## config.mk

```make
export PLATFORM = sky130hd
export DESIGN_NAME = module_alu_arbiter
export DESIGN_NICKNAME = d
export VERILOG_FILES = /design/src/rtl/module_alu_arbiter_pkg.sv /design/src/rtl/module_alu_arbiter_rr.sv /design/src/rtl/module_alu_arbiter.sv
export SDC_FILE = /design/constraint.sdc
export NUM_CORES = 1
export LEC_CHECK = 0
export CORE_MARGIN = 1
export CORE_UTILIZATION = 43
export CTS_BUF_LIST = sky130_fd_sc_hd__clkbuf_8
export DETAILED_ROUTE_END_ITERATION = 10
export PLACE_DENSITY = 0.88
export SLEW_MARGIN = 10
export SYNTH_ARGS = -nofsm -noshare
export SYNTH_HDL_FRONTEND = slang
export SYNTH_SLANG_ARGS = --single-unit
```

## constraint.sdc

```tcl
create_clock -name clk_i -period 3.6 [get_ports clk_i]
set_input_delay 0.36 -clock clk_i [delete_from_list [all_inputs] [get_ports clk_i]]
set_output_delay 0.36 -clock clk_i [all_outputs]
set_load 0.01 [all_outputs]
```

## src/rtl/module_alu_arbiter_pkg.sv

```systemverilog
// Shared ALU datapath types: operand word, opcode and arbiter FSM states.
// Pure type/constant package; no logic, no latency.
// No flow control of its own.
package pkg_bits;
    localparam int BITS_W      = 32;
    localparam int ALU_LAT_DEF = 1;

    typedef logic [BITS_W-1:0] bitsw_t;
    typedef logic [3:0]        alu_op_t;

    typedef enum logic [1:0] {
        IDLE = 2'd0,
        EXEC = 2'd1,
        RESP = 2'd2
    } arb_state_t;
endpackage

```

## src/rtl/module_alu_arbiter_rr.sv

```systemverilog
// Two-requester round-robin grant; on a tie the side that did not win last time wins.
// Combinational, zero latency.
// Grants are advisory; the caller qualifies them with its own ready condition.
module module_rr_arbiter2 (
    input  logic valid0,
    input  logic valid1,
    input  logic last_grant,
    output logic grant0,
    output logic grant1
);
    always_comb begin
        grant0 = valid0 & (~valid1 | last_grant);
        grant1 = valid1 & (~valid0 | ~last_grant);
    end
endmodule

```

## src/rtl/module_alu_arbiter.sv

```systemverilog
// Shares one ALU between two valid/ready requesters and returns id-tagged results.
// Accept to rsp_valid_o is ALU_LAT+1 cycles; one operation in flight at a time.
// Both readies stay low until the response is taken; rsp_ready_i low holds RESP.
module module_alu_arbiter
    import pkg_bits::*;
#(
    parameter int ALU_LAT = ALU_LAT_DEF,
    parameter int CNT_W   = 16
) (
    input  logic             clk_i,
    input  logic             rst_n_i,
    input  logic             req0_valid_i,
    output logic             req0_ready_o,
    input  bitsw_t           req0_a_i,
    input  bitsw_t           req0_b_i,
    input  alu_op_t          req0_op_i,
    input  logic             req1_valid_i,
    output logic             req1_ready_o,
    input  bitsw_t           req1_a_i,
    input  bitsw_t           req1_b_i,
    input  alu_op_t          req1_op_i,
    output bitsw_t           alu_a_o,
    output bitsw_t           alu_b_o,
    output alu_op_t          alu_ctrl_o,
    input  bitsw_t           alu_result_i,
    output logic             rsp_valid_o,
    input  logic             rsp_ready_i,
    output logic             rsp_id_o,
    output bitsw_t           rsp_result_o,
    output logic             busy_o,
    output logic [CNT_W-1:0] op_cnt_o
);
    localparam logic [3:0] LAT_INIT = 4'(ALU_LAT);

    arb_state_t state, state_nxt;
    logic       grant0, grant1, last_grant;
    logic       fire0, fire1;
    logic [3:0] lat_cnt;

    module_rr_arbiter2 u_rr (
        .valid0     (req0_valid_i),
        .valid1     (req1_valid_i),
        .last_grant (last_grant),
        .grant0     (grant0),
        .grant1     (grant1)
    );

    // Readies are gated by reset so every output reads 0 while rst_n_i is low.
    assign req0_ready_o = rst_n_i & (state == IDLE) & grant0;
    assign req1_ready_o = rst_n_i & (state == IDLE) & grant1;
    assign fire0        = req0_valid_i & req0_ready_o;
    assign fire1        = req1_valid_i & req1_ready_o;
    assign rsp_valid_o  = (state == RESP);
    assign busy_o       = (state != IDLE);

    always_ff @(posedge clk_i or negedge rst_n_i) begin
        if (!rst_n_i) state <= IDLE;
        else          state <= state_nxt;
    end

    always_comb begin
        state_nxt = state;
        case (state)
            IDLE:    if (fire0 | fire1)      state_nxt = EXEC;
            EXEC:    if (lat_cnt == 4'd1)    state_nxt = RESP;
            RESP:    if (rsp_ready_i)        state_nxt = IDLE;
            default:                         state_nxt = IDLE;
        endcase
    end

    always_ff @(posedge clk_i or negedge rst_n_i) begin
        if (!rst_n_i) begin
            alu_a_o      <= '0;
            alu_b_o      <= '0;
            alu_ctrl_o   <= '0;
            rsp_id_o     <= 1'b0;
            rsp_result_o <= '0;
            lat_cnt      <= '0;
            last_grant   <= 1'b1;
            op_cnt_o     <= '0;
        end else begin
            case (state)
                IDLE: begin
                    if (fire0 | fire1) begin
                        alu_a_o    <= fire1 ? req1_a_i  : req0_a_i;
                        alu_b_o    <= fire1 ? req1_b_i  : req0_b_i;
                        alu_ctrl_o <= fire1 ? req1_op_i : req0_op_i;
                        rsp_id_o   <= fire1;
                        lat_cnt    <= LAT_INIT;
                    end
                end
                EXEC: begin
                    lat_cnt <= lat_cnt - 4'd1;
                    if (lat_cnt == 4'd1) rsp_result_o <= alu_result_i;
                end
                RESP: begin
                    if (rsp_ready_i) begin
                        last_grant <= rsp_id_o;
                        op_cnt_o   <= op_cnt_o + CNT_W'(1);
                    end
                end
                default: ;
            endcase
        end
    end
endmodule

```

Fig. 1: run 1, floorplan with the power grid
Bar = 20 um. Pins as bars on the die edge.
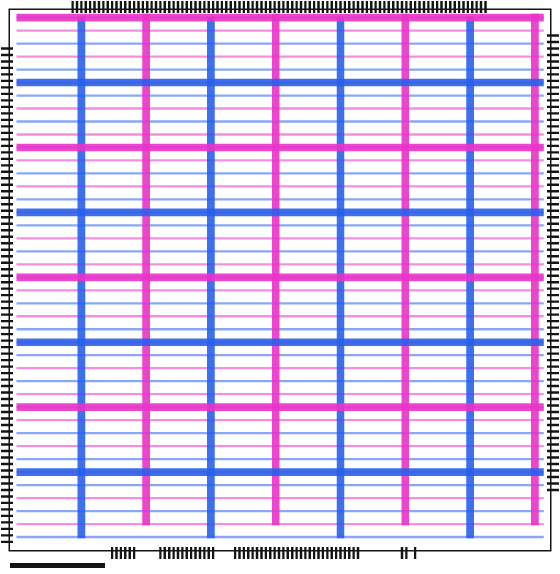
Magenta shows VDD. Blue shows VSS.
294 signal pins sit on the boundary. 41 met1 rails follow the rows. 8 straps on met4.

Fig. 2: run 1, cells coloured by class
Bar = 20 um.
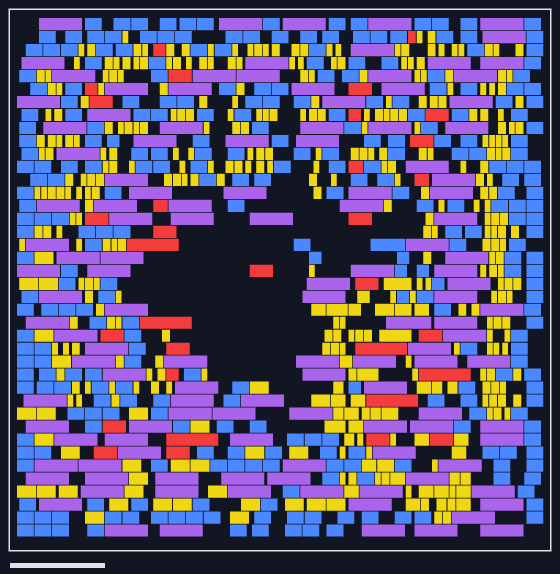
Purple shows sequential cells, cells 124, share of their area 36%. Yellow shows remaining logic cells, cells 379, share of their area 24%. Red shows clock drivers and dummy loads, cells 32, share of their area 5.6%. Blue shows remaining buffers and delay cells, cells 301, share of their area 35%.

Fig. 3: run 1, routed clock nets over the placement
Bar = 20 um.
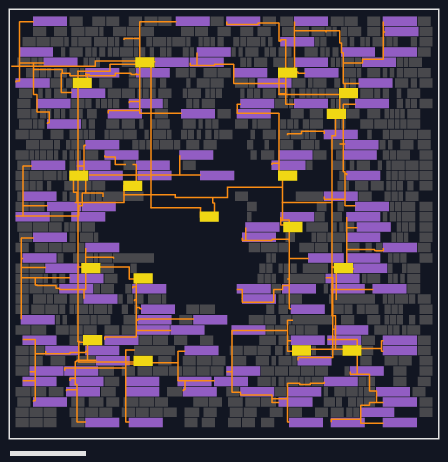
Orange shows clock wires, length 1560 um. Yellow shows clock-net drivers, count 17. Purple shows flip-flops, count 124.
Position of the flops: all over the die.

==> changes_impl.md, run 1 <==
### Metrics

- Wire per inst: between 15 and 20 um
- Status: completed
- Worst EP required: between 3 and 4 ns
- Root Buffer: clkbuf_8
- First DRT Iteration DRCs: around 280
- Share of cells above drive strength 1: about 10%
- Crit start category: flip-flop
- Remaining DRCs: 0
- Insertion Delay late pin: 0.45 ns
- Hold Vio Cnt, Final: 0
- Worst Path Max Fanout: 6
- CTS tree: built
- GRT Util Overall: a little over a quarter
- Kind of end point of the critical path: output port
- Synthesis area per yosys: 5310 sq um
- Post-synth EDFFs: 0
- Top cell excl fill/tap: clkdlybuf4s50_1
- Post-detail-place hpwl: between 10 and 15 mm
- RSZ-0062 raised after global routing: false
- Die X: between 100 and 150 um
- Yosys Instances: 535
- Vias in the first global route: around 5200
- Least-Margin Pin Slew: between 0.7 and 0.8 ns
- Final Wtd Congestion: approximately 0.8
- Core Util at FP: 44.2%
- Area of placed instances: 8350 sq um
- TritonRoute pass-1 iters: 4
-- run 1: cell usage after synthesis (4+ instances only) --
master / count / area share [%]
mux2_2: 34 / 7.2
o21ai_0: 4 / 0.38
inv_1: 5 / 0.35
nand2_1: 79 / 5.6
dfrtp_1: 123 / 58
buf_2: 15 / 1.4
clkbuf_1: 14 / 0.99
a21oi_1: 138 / 13
xor2_1: 4 / 0.66
nand3_1: 8 / 0.75
xnor2_1: 12 / 2.0
nor2_1: 71 / 5.0
-- run 1: sequential cells by signal, summed over array words and instances (netlist names) --
signal / flops
last_grant: 1
rsp_id_o: 1
alu_a_o: 32
alu_ctrl_o: 4
state: 2
lat_cnt: 4
op_cnt_o: 16
rsp_result_o: 32
alu_b_o: 32
-- run 1: area by class of cell --
| cell class | count | share of cell area [%] |
|---|---|---|
| clock buffer | 18 | 2.80 |
| clock inverter | 14 | 2.73 |
| inverter | 6 | 0.255 |
| multi-input combinational | 373 | 23.1 |
| sequential | 124 | 35.1 |
| tap | 147 | 2.08 |
| timing repair buffer | 301 | 34.0 |
-- run 1: per-layer routing --
metal	up-vias	global-route usage [%]	part of all wire, %
li1	2369	-	-
met1	2430	28.9	36
met2	244	47.8	52
met3	45	9.64	8.4
met4	0	13.4	3.8
met5	-	0	0
-- run 1: through the flow --
step	power (mW)	util (%)	cells
3_3_place_gp	5.43	69.6	951
5_1_grt	7.45	73.6	983
3_5_place_dp	5.57	69.6	951
6_report	7.04	73.6	983
2_1_floorplan	3.78	-	535
4_1_cts	7.09	73.6	983
-- run 1: logic make-up (layout without fill, tap and decap cells) --
kind of cell,count (synthesis),in the layout,synth area share (%)
and+or+nand+nor,176,176,14.0
buffers and inverters,38,339,3.32
muxes,34,34,7.21
adders and majority gates,3,3,0.707
AOI/OAI and AO/OA,144,144,13.6
DFF,124,124,58.5
xor gates and xnor gates,16,16,2.64
-- run 1: critical path, cell delays in order (launching register included) --
cell             delay, ns
dfrtp_1               0.46
nor3b_4               0.33
nand2_1               0.14
a21oi_1               0.15
clkdlybuf4s50_1       0.58
-- run 1: worst paths after layout --
check,startpoint,cells past startpoint,endpoint
max in group asynchronous,rst_n_i,3,alu_b_o[10]
hold reg to reg,op_cnt_o[15],1,op_cnt_o[15]
setup / recovery,state[1],4,req0_ready_o
hold / removal,rst_n_i,2,op_cnt_o[15]
min in group clk_i,req0_b_i[28],3,alu_b_o[28]
setup reg to reg,state[1],6,alu_b_o[30]
-- run 1: power breakdown --
part | switching, mW | internal, mW
combinational | 1.39 | 1.75
clock | 0.586 | 0.914
sequential | 0.382 | 2.02
## Run 2: what changed since run 1
--- a/config.mk
+++ b/config.mk
@@ -6,10 +6,10 @@
 export NUM_CORES = 1
 export LEC_CHECK = 0
 export CORE_MARGIN = 1
-export CORE_UTILIZATION = 43
+export CORE_UTILIZATION = 36
 export CTS_BUF_LIST = sky130_fd_sc_hd__clkbuf_8
 export DETAILED_ROUTE_END_ITERATION = 10
-export PLACE_DENSITY = 0.88
+export PLACE_DENSITY = 0.79
 export SLEW_MARGIN = 10
 export SYNTH_ARGS = -nofsm -noshare
 export SYNTH_HDL_FRONTEND = slang
==> constraint.sdc (replaced) <==
create_clock -name clk_i -period 2.12 [get_ports clk_i]
set_input_delay 0.212 -clock clk_i [delete_from_list [all_inputs] [get_ports clk_i]]
set_output_delay 0.212 -clock clk_i [all_outputs]
set_load 0.01 [all_outputs]
Fig. 4: run 2, floorplan with the power grid
Bar = 20 um. Pins as bars on the die edge.
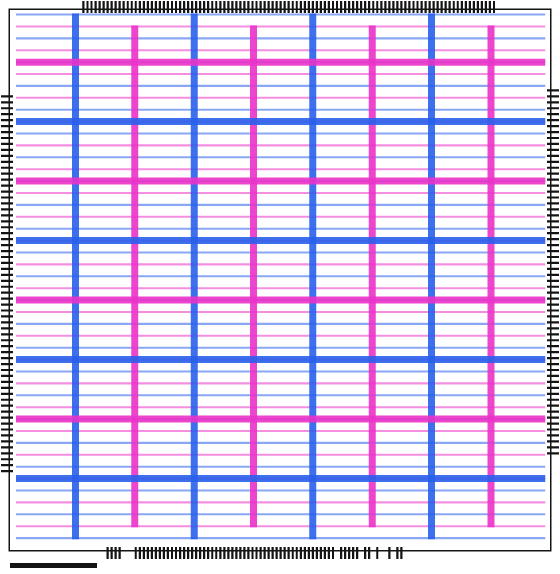
Blue shows VSS. Magenta shows VDD.
8 straps on met5. 8 straps on met4. 294 signal pins sit on the boundary. The core has 44 rows. 45 met1 rails follow the rows.

==> changes_impl.md, run 2 <==
### Metrics

- Synthesis area per yosys: 5310 sq um
- Cell area leaders: dfrtp_1 (58%), a21oi_1 (13%), mux2_2 (7.2%), nand2_1 (5.6%), nor2_1 (5.0%)
- # placed instances: 992
- Largest registers: alu_a_o (32), alu_b_o (32), rsp_result_o (32)
- Met1 global-route usage: between 20% and 30%
- Yosys Instances: roughly 540
- Status: completed
- Crit-path cells: buf_4, or2_2, clkdlybuf4s50_1
- CTS tree: built
- Remaining DRCs: 0
- GRT Util Overall: a little over a fifth
- Worst EP required: between 1.5 and 2 ns
- Root Buffer: clkbuf_8
- GRT met2 Usage: 35.2%
- Top-area cell type share of the netlist area: approximately 58%
- Worst Setup SP: state[1]
- Insertion Delay late pin: roughly 0.43 ns
- Wire per inst: between 15 and 20 um
- WP buf/inv: 2
- Share of cells above drive strength 1: 10.4%
- First DRT Iteration DRCs: about 220
- Fin cells: 1027
- Die X: between 100 and 150 um
- Leading area contributor after synthesis: dfrtp_1
- Crit-path slowest cell: clkdlybuf4s50_1
- Worst R2R Start: state[0]
- Least-Margin Pin Slew: between 0.6 and 0.7 ns
- CP max stage delay: ~0.50 ns
## run 2: per-layer routing
layer | vias to the layer above | part of all wire [%]
met4 | 0 | 2.3
met5 | - | 0
met2 | 196 | 51
li1 | 2392 | -
met3 | 24 | 7.5
met1 | 2427 | 40
## run 2: report_power, final
| part | internal, mW | switching [mW] | leakage, nW |
|---|---|---|---|
| Clock | 1.16 | 0.942 | 0.207 |
| Combinational | 3.05 | 2.36 | 2.22 |
| Sequential | 3.44 | 0.597 | 1.44 |
## run 2: final timing paths
check	depth (start not counted)	slack (ns)	to
max	3	0.14	busy_o
min	3	0.31	alu_b_o[16]
max reg2reg	7	0.38	alu_a_o[9]
min reg2reg	1	0.48	op_cnt_o[15]
max in group asynchronous	3	1.15	alu_b_o[12]
min in group asynchronous	3	0.50	alu_b_o[8]
## run 2: cell families after synthesis
family,Yosys count,synth area share (%)
xor gates and xnor gates,16,2.64
buffers and inverters,38,3.32
adders and majority gates,3,0.707
and+or+nand+nor,176,14.0
DFF,124,58.5
muxes,34,7.21
AOI/OAI and AO/OA,144,13.6
## run 2: repair_timing
action / in CTS / in global routing
setup buffers: 2 / 0
gates resized: 3 / 0
gates cloned: 0 / 0
setup endpoints to repair: 2 / 1
hold endpoints to repair: 123 / 0
hold buffers: 1 / 0
pin swaps: 1 / 1
## run 2: worst min-delay path, stage by stage
cell	delay, ns
clkdlybuf4s50_1	0.40
nand2_1	0.05
a21oi_1	0.05
## run 2: area by class of cell
| type | count | area [sq um] |
|---|---|---|
| fill | 1252 | 5560 |
| timing repair buffer | 308 | 3110 |
| sequential | 124 | 3100 |
| multi-input combinational | 373 | 2050 |
| clock buffer | 21 | 289 |
| tap | 184 | 230 |
| clock inverter | 11 | 118 |
| inverter | 6 | 22.5 |
## run 2: metrics by stage
stage	util [%]	total power [mW]	cell area [sq um]
floorplan	-	6.42	5310
global placement	58.6	9.38	8480
detailed placement	58.6	9.51	8480
CTS	61.6	11.7	8920
global route	61.6	12.3	8920
finish	61.6	11.5	8920
## Run 3: what changed since run 2
--- a/config.mk
+++ b/config.mk
@@ -9,7 +9,9 @@
 export CORE_UTILIZATION = 36
 export CTS_BUF_LIST = sky130_fd_sc_hd__clkbuf_8
 export DETAILED_ROUTE_END_ITERATION = 10
+export GPL_ROUTABILITY_DRIVEN = 1
 export PLACE_DENSITY = 0.79
+export REMOVE_ABC_BUFFERS = 1
 export SLEW_MARGIN = 10
 export SYNTH_ARGS = -nofsm -noshare
 export SYNTH_HDL_FRONTEND = slang
Fig. 5: run 3, floorplan with the power grid
Bar = 20 um. Pins as bars on the die edge.
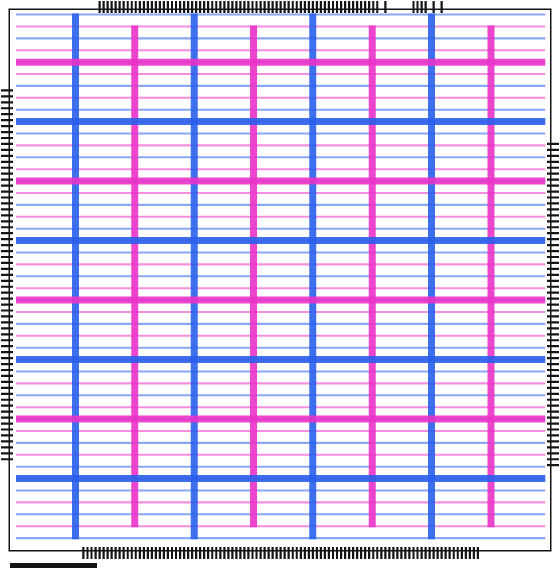
Blue shows VSS. Magenta shows VDD.
The core has 44 rows. 8 straps on met5.
worst vdd ir: 0.000664 V
die extent in y: 123 um

==> changes_impl.md, run 3 <==
### Metrics

- Post-detail-place hpwl: around 11 mm
- Internal power: a little under 8 mW
- Post-place setup slack: 0.0944 ns
- RSZ-0062 raised after global routing: false
- Cell area leaders: dfrtp_1 (58%), a21oi_1 (13%), mux2_2 (7.2%), nand2_1 (5.6%), nor2_1 (5.0%)
- Comb power frac: a little under half
- Hold Vio Cnt, Final: 0
- Area of placed instances: between 8000 and 9000 sq um
- Die X: approximately 120 um
- Vias in the first global route: between 5000 and 6000
- Crit start category: flip-flop
- TritonRoute pass-1 iters: 5
- First DRT Iteration DRCs: 268
- Clock share of power: 20.2%
- Leading area contributor after synthesis: dfrtp_1
- Largest registers: alu_a_o (32), alu_b_o (32), rsp_result_o (32)
- Kind of end point of the critical path: output port
- Root Buffer: clkbuf_8
- Insertion Delay late pin: roughly 0.44 ns
- Yosys top cell by instances: a21oi_1
- CP max stage delay: between 0.5 and 0.6 ns
- Yosys Instances: 535
- Synthesis area per yosys: between 5000 and 6000 sq um
- Crit-path cells: nand2b_1, inv_1, clkdlybuf4s50_1
- WP buf/inv: 2
- Core Util at FP: 36.7%
- Share of cells above drive strength 1: about a tenth
- Worst Path Max Fanout: 6
- Fillcell total: about 1200
- Sw frac: between 30% and 40%
- Final Wtd Congestion: around 0.79
- Status: completed
- Least-Margin Pin Slew: 0.766 ns
- Remaining DRCs: 0
- Cell area after layout: about 8900 sq um
- Wire per inst: approximately 16 um
- Worst EP required: approximately 1.9 ns
- Cell family with most CP delay: buffers and inverters
- Top-area cell type share of the netlist area: between 50% and 60%
- Top cell excl fill/tap: clkdlybuf4s50_1
- Top cells by count: a21oi_1 (138), dfrtp_1 (123), nand2_1 (79)
- Seq pwr share: between 30% and 40%
- P_sw: ~4 mW
- Post-synth EDFFs: 0
- CTS tree: built
run 3: kinds of logic after synthesis:
kind of cell | Yosys count | share of synthesized area [%]
mux | 34 | 7.21
fa+ha+maj | 3 | 0.707
xor+xnor | 16 | 2.64
buf+inv | 38 | 3.32
simple gates | 176 | 14.0
flops | 124 | 58.5
compound gates | 144 | 13.6
run 3: final timing paths:
| path | startpoint | end | slack [ns] | cells past startpoint |
|---|---|---|---|---|
| max | state[0] | rsp_valid_o | 0.13 | 3 |
| min | req0_b_i[27] | alu_b_o[27] | 0.31 | 3 |
| max reg2reg | state[0] | alu_b_o[8] | 0.14 | 7 |
| min reg2reg | op_cnt_o[15] | op_cnt_o[15] | 0.47 | 1 |
| max in group asynchronous | rst_n_i | alu_a_o[8] | 1.15 | 3 |
| min in group asynchronous | rst_n_i | op_cnt_o[12] | 0.46 | 3 |
run 3: layer usage:
layer / part of all wire [%] / GRT usage, % / vias up
li1: - / - / 2380
met1: 39 / 25.4 / 2401
met2: 51 / 37.0 / 200
met3: 7.7 / 6.27 / 27
met4: 2.0 / 7.68 / 0
met5: 0 / 0 / -
run 3: what timing repair did:
| item | 4_1_cts | 5_1_grt |
|---|---|---|
| endpoints found under the hold margin | 123 | 0 |
| gates resized | 2 | 0 |
| setup buffers | 2 | 0 |
| endpoints found under the setup margin | 2 | 0 |
| hold buffers | 1 | 0 |
run 3: tightest hold or removal path, delay by kind of cell:
kind / cells / cell delay (ns)
AND-OR/OR-AND: 1 / 0.05
AND/OR/NAND/NOR: 1 / 0.05
buffers and inverters: 1 / 0.39
run 3: final cells by class:
type	instances	area [sq um]	share of cell area, %
clock buffer	18	248	2.78
inverter	6	22.5	0.253
clock inverter	14	201	2.26
timing repair buffer	305	3070	34.4
sequential	124	3100	34.8
tap	184	230	2.58
multi-input combinational	373	2040	22.9
run 3: through the flow:
stage | TNS, ns | utilization (%) | instances
after floorplan | -53.51 | - | 503
after global placement | 0 | 58.3 | 989
after detailed placement | 0 | 58.3 | 989
after CTS | 0 | 61.6 | 1024
after global routing | 0 | 61.6 | 1024
final | 0 | 61.6 | 1024
run 3: power groups by stage:
stage	Clock [mW]	Sequential [mW]	Combinational (mW)
after floorplan	0	4.50	1.88
after global placement	0	4.04	5.31
after detailed placement	0	4.07	5.38
after CTS	2.43	4.05	5.41
after global routing	2.53	4.18	5.84
final	2.38	4.04	5.35
Power figures rest on the tool's default switching activity, not on a simulated workload.
